**src/rtl/edp_ctl_pkg.sv**
```systemverilog
// Shared EBOX control encodings: sequencer states, adder functions,
// MQ shift-register functions and AR/ADA/ADB source selects.
package edp_ctl_pkg;

    typedef enum logic [2:0] {
        S_IDLE,
        S_LOAD,
        S_CHECK,
        S_STEP,
        S_FIXUP,
        S_DONE
    } state_e;

    // Adder function codes (octal, as written in the microcode listings)
    localparam logic [5:0] ADF_NONE = 6'o00;
    localparam logic [5:0] ADF_A    = 6'o37;  // pass A
    localparam logic [5:0] ADF_APB  = 6'o06;  // A + B
    localparam logic [5:0] ADF_AMB  = 6'o51;  // A - B
    localparam logic [5:0] ADF_AGEB = 6'o71;  // carry out = (A >= B)

    // MQ shift-register functions
    localparam logic [1:0] MQ_LOAD = 2'b00;
    localparam logic [1:0] MQ_SHL  = 2'b01;
    localparam logic [1:0] MQ_SHR  = 2'b10;
    localparam logic [1:0] MQ_HOLD = 2'b11;

    // AR source selects (same code drives ARL and ARR)
    localparam logic [2:0] AR_SEL_NONE = 3'b000;
    localparam logic [2:0] AR_SEL_AD   = 3'b010;
    localparam logic [2:0] AR_SEL_ADX2 = 3'b101;  // AD shifted left

    // Adder input selects
    localparam logic [1:0] ADA_AR   = 2'b00;
    localparam logic [1:0] ADB_NONE = 2'b00;
    localparam logic [1:0] ADB_BR   = 2'b10;
    localparam logic [1:0] ADB_BR2  = 2'b01;

endpackage

```
**src/rtl/edp_step_counter.sv**
```systemverilog
// Remaining-step counter: clear beats load beats decrement; saturates at 0.
module edp_step_counter #(
    parameter int CNT_W = 6
) (
    input  logic             clk,
    input  logic             rst_n,
    input  logic             clr_i,
    input  logic             load_i,
    input  logic [CNT_W-1:0] load_val_i,
    input  logic             dec_i,
    output logic [CNT_W-1:0] cnt_o,
    output logic             zero_o
);

    logic [CNT_W-1:0] cnt_q, cnt_d;

    // Next count; a decrement at zero holds so the count never wraps
    always_comb begin
        cnt_d = cnt_q;
        if (clr_i)
            cnt_d = '0;
        else if (load_i)
            cnt_d = load_val_i;
        else if (dec_i && (cnt_q != '0))
            cnt_d = cnt_q - 1'b1;
    end

    // Count register
    always_ff @(posedge clk or negedge rst_n) begin
        if (!rst_n)
            cnt_q <= '0;
        else
            cnt_q <= cnt_d;
    end

    assign cnt_o  = cnt_q;
    assign zero_o = (cnt_q == '0);

endmodule

```
**src/rtl/edp_muldiv_seq.sv**
```systemverilog
// Multiply / non-restoring divide microsequencer for the EBOX data path.
// Owns the adder, AR/BR and MQ controls from start until the done pulse.
// CNT_W must be wide enough to hold STEPS-1.
module edp_muldiv_seq
    import edp_ctl_pkg::*;
#(
    parameter int STEPS = 36,
    parameter int CNT_W = 6
) (
    input  logic             clk,
    input  logic             rst_n,
    input  logic             start,
    input  logic             op_div,
    input  logic             abort,
    input  logic             mq35,
    input  logic             ad_sign,
    input  logic             ad_cry0,
    output logic [5:0]       ad_func,
    output logic [1:0]       ada_sel,
    output logic [1:0]       adb_sel,
    output logic [2:0]       ar_sel,
    output logic             ar_load,
    output logic             arx_load,
    output logic             br_load,
    output logic             brx_load,
    output logic [1:0]       mq_sel,
    output logic             busy,
    output logic             done,
    output logic             div_ovf,
    output logic [CNT_W-1:0] step_cnt
);

    localparam logic [CNT_W-1:0] CNT_INIT = CNT_W'(STEPS - 1);

    state_e state_q;
    logic   op_div_q;
    logic   sign_q;      // sign of the previous divide step's AD result
    logic   busy_q;
    logic   done_q;
    logic   div_ovf_q;
    logic   cnt_zero;
    logic   cnt_clr, cnt_load, cnt_dec;

    // Abort and the DONE state both leave the counter reading 0 in IDLE
    assign cnt_clr  = abort || (state_q == S_DONE);
    assign cnt_load = (state_q == S_LOAD);
    assign cnt_dec  = (state_q == S_STEP);

    edp_step_counter #(.CNT_W(CNT_W)) u_cnt (
        .clk        (clk),
        .rst_n      (rst_n),
        .clr_i      (cnt_clr),
        .load_i     (cnt_load),
        .load_val_i (CNT_INIT),
        .dec_i      (cnt_dec),
        .cnt_o      (step_cnt),
        .zero_o     (cnt_zero)
    );

    // Sequencer state, status flags and registered busy/done/overflow
    always_ff @(posedge clk or negedge rst_n) begin
        if (!rst_n) begin
            state_q   <= S_IDLE;
            op_div_q  <= 1'b0;
            sign_q    <= 1'b0;
            busy_q    <= 1'b0;
            done_q    <= 1'b0;
            div_ovf_q <= 1'b0;
        end else begin
            done_q <= 1'b0;
            if (abort) begin
                // Cancel: no done pulse, overflow status untouched
                state_q <= S_IDLE;
                busy_q  <= 1'b0;
            end else begin
                case (state_q)
                    S_IDLE: begin
                        if (start) begin
                            op_div_q  <= op_div;
                            div_ovf_q <= 1'b0;
                            busy_q    <= 1'b1;
                            state_q   <= S_LOAD;
                        end
                    end
                    S_LOAD: begin
                        sign_q  <= 1'b0;
                        state_q <= op_div_q ? S_CHECK : S_STEP;
                    end
                    S_CHECK: begin
                        if (ad_cry0) begin
                            div_ovf_q <= 1'b1;
                            busy_q    <= 1'b0;
                            done_q    <= 1'b1;
                            state_q   <= S_DONE;
                        end else begin
                            state_q <= S_STEP;
                        end
                    end
                    S_STEP: begin
                        if (op_div_q)
                            sign_q <= ad_sign;
                        if (cnt_zero) begin
                            if (op_div_q) begin
                                state_q <= S_FIXUP;
                            end else begin
                                busy_q  <= 1'b0;
                                done_q  <= 1'b1;
                                state_q <= S_DONE;
                            end
                        end
                    end
                    S_FIXUP: begin
                        busy_q  <= 1'b0;
                        done_q  <= 1'b1;
                        state_q <= S_DONE;
                    end
                    S_DONE:  state_q <= S_IDLE;
                    default: state_q <= S_IDLE;
                endcase
            end
        end
    end

    // Data-path controls decoded from state; mq35 and abort are the only live inputs
    always_comb begin
        ad_func  = ADF_NONE;
        ada_sel  = ADA_AR;
        adb_sel  = ADB_NONE;
        ar_sel   = AR_SEL_NONE;
        ar_load  = 1'b0;
        arx_load = 1'b0;
        br_load  = 1'b0;
        brx_load = 1'b0;
        mq_sel   = MQ_HOLD;
        case (state_q)
            S_LOAD: begin
                br_load  = 1'b1;
                brx_load = 1'b1;
            end
            S_CHECK: begin
                ad_func = ADF_AGEB;
                adb_sel = ADB_BR;
            end
            S_STEP: begin
                adb_sel = ADB_BR;
                ar_load = 1'b1;
                if (op_div_q) begin
                    // Non-restoring: add back after a negative partial remainder
                    ad_func = sign_q ? ADF_APB : ADF_AMB;
                    ar_sel  = AR_SEL_ADX2;
                    mq_sel  = MQ_SHL;
                end else begin
                    ad_func = mq35 ? ADF_APB : ADF_A;
                    ar_sel  = AR_SEL_AD;
                    mq_sel  = MQ_SHR;
                end
            end
            S_FIXUP: begin
                // Restore a negative final remainder
                if (sign_q) begin
                    ad_func = ADF_APB;
                    adb_sel = ADB_BR;
                    ar_sel  = AR_SEL_AD;
                    ar_load = 1'b1;
                end
            end
            default: ;
        endcase
        if (abort) begin
            ar_load  = 1'b0;
            arx_load = 1'b0;
            br_load  = 1'b0;
            brx_load = 1'b0;
            mq_sel   = MQ_HOLD;
        end
    end

    assign busy    = busy_q;
    assign done    = done_q;
    assign div_ovf = div_ovf_q;

endmodule

```
**config.mk**
```make
export PLATFORM = sky130hd
export DESIGN_NAME = edp_muldiv_seq
export DESIGN_NICKNAME = d
export VERILOG_FILES = /design/src/rtl/edp_ctl_pkg.sv /design/src/rtl/edp_step_counter.sv /design/src/rtl/edp_muldiv_seq.sv
export SDC_FILE = /design/constraint.sdc
export NUM_CORES = 1
export LEC_CHECK = 0
export ABC_AREA = 1
export CAP_MARGIN = 10
export CORE_UTILIZATION = 36
export CTS_CLUSTER_SIZE = 28
export DETAILED_ROUTE_END_ITERATION = 7
export HOLD_SLACK_MARGIN = 0.05
export PLACE_DENSITY = 0.66
export SYNTH_ARGS = -nofsm -noshare
export SYNTH_HDL_FRONTEND = slang
export SYNTH_SLANG_ARGS = --single-unit
export TNS_END_PERCENT = 5
```
**constraint.sdc**
```tcl
create_clock -name clk -period 1.6 [get_ports clk]
set_input_delay 0.16 -clock clk [delete_from_list [all_inputs] [get_ports clk]]
set_output_delay 0.16 -clock clk [all_outputs]
set_load 0.05 [all_outputs]
```
### Sequential cells coloured by netlist name

Other sequential cells in the stronger grey, the rest of the logic in the fainter grey.
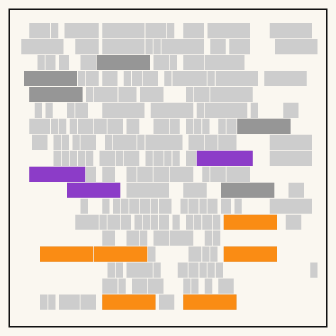
orange -> u_cnt.cnt_o  # placed flops 6
purple -> state_q  # placed flops 3
Flop area: 353 µm²
sequential share of cell area: 21.4%

### Track usage over the die

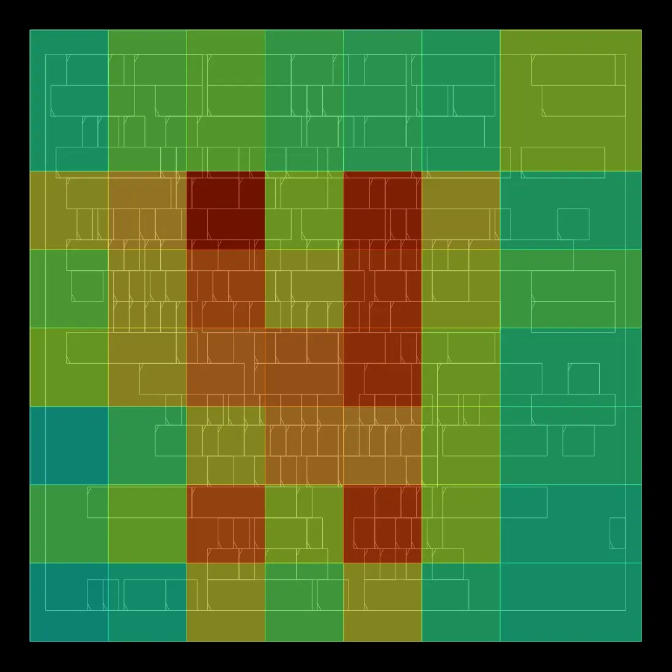
All-Layer GR Usage: 20.7%
Core Util, Final: 65.8%
routed len/inst: 13.3 µm

==> run_results.csv <==
group,metric,value,unit
cells_and_area,fin_nets,196,
sta,setup_viol,8,
power,p_sw_share,51.1,%
cells_and_area,logic_gates,99,
setup_path,crit_start,"state_q[2]",
synthesis,logic_family,"simple AND/OR/NAND/NOR gates",
route,wl_met2,1460,µm
power,clkPwrFrac,9.1,%
synthesis,synthCells,142,
cells_and_area,n_all_buffers,45,
die,io_pins,36,
status,status,"complete, but fails checks",
setup_path,crit_required,1440,ps
sta,setup_slack,-41.7,ps
power,p_int,1.12,mW
route,routed_via_density,4.93,
synthesis,synth.cellmix.compoundShare,13.1,%
power,powerComb,1.58,mW
synthesis,synth-adder-area-share,1.29,%
clock_network,insertion_delay,290,ps
route,wl_met1,1190,µm
synthesis,xor_share,0,%
status,violations,"negative setup slack",
sta,max_freq,0.609,GHz
hold_path,hold_path.class,"in2async",
### Zoomed window

Window x 28 to 53, y 1 to 26 µm. Cells in grey, sequential cells in the stronger grey; small squares are vias.
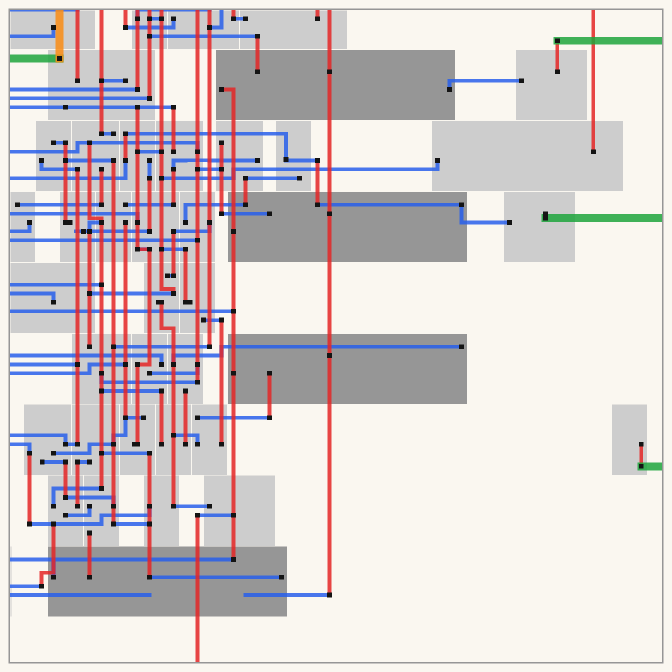
orange -> metal 4
green -> metal 3
red -> metal 2
blue -> metal 1
netlist names of flops here include = u_cnt.cnt_o (3), done (1)
cells with their middle in the window = 39
most frequent = nand2_1 (7), nor2_1 (6), inv_1 (5)
sequential cells in the window = 4

Power and IR drop assume default switching activity.
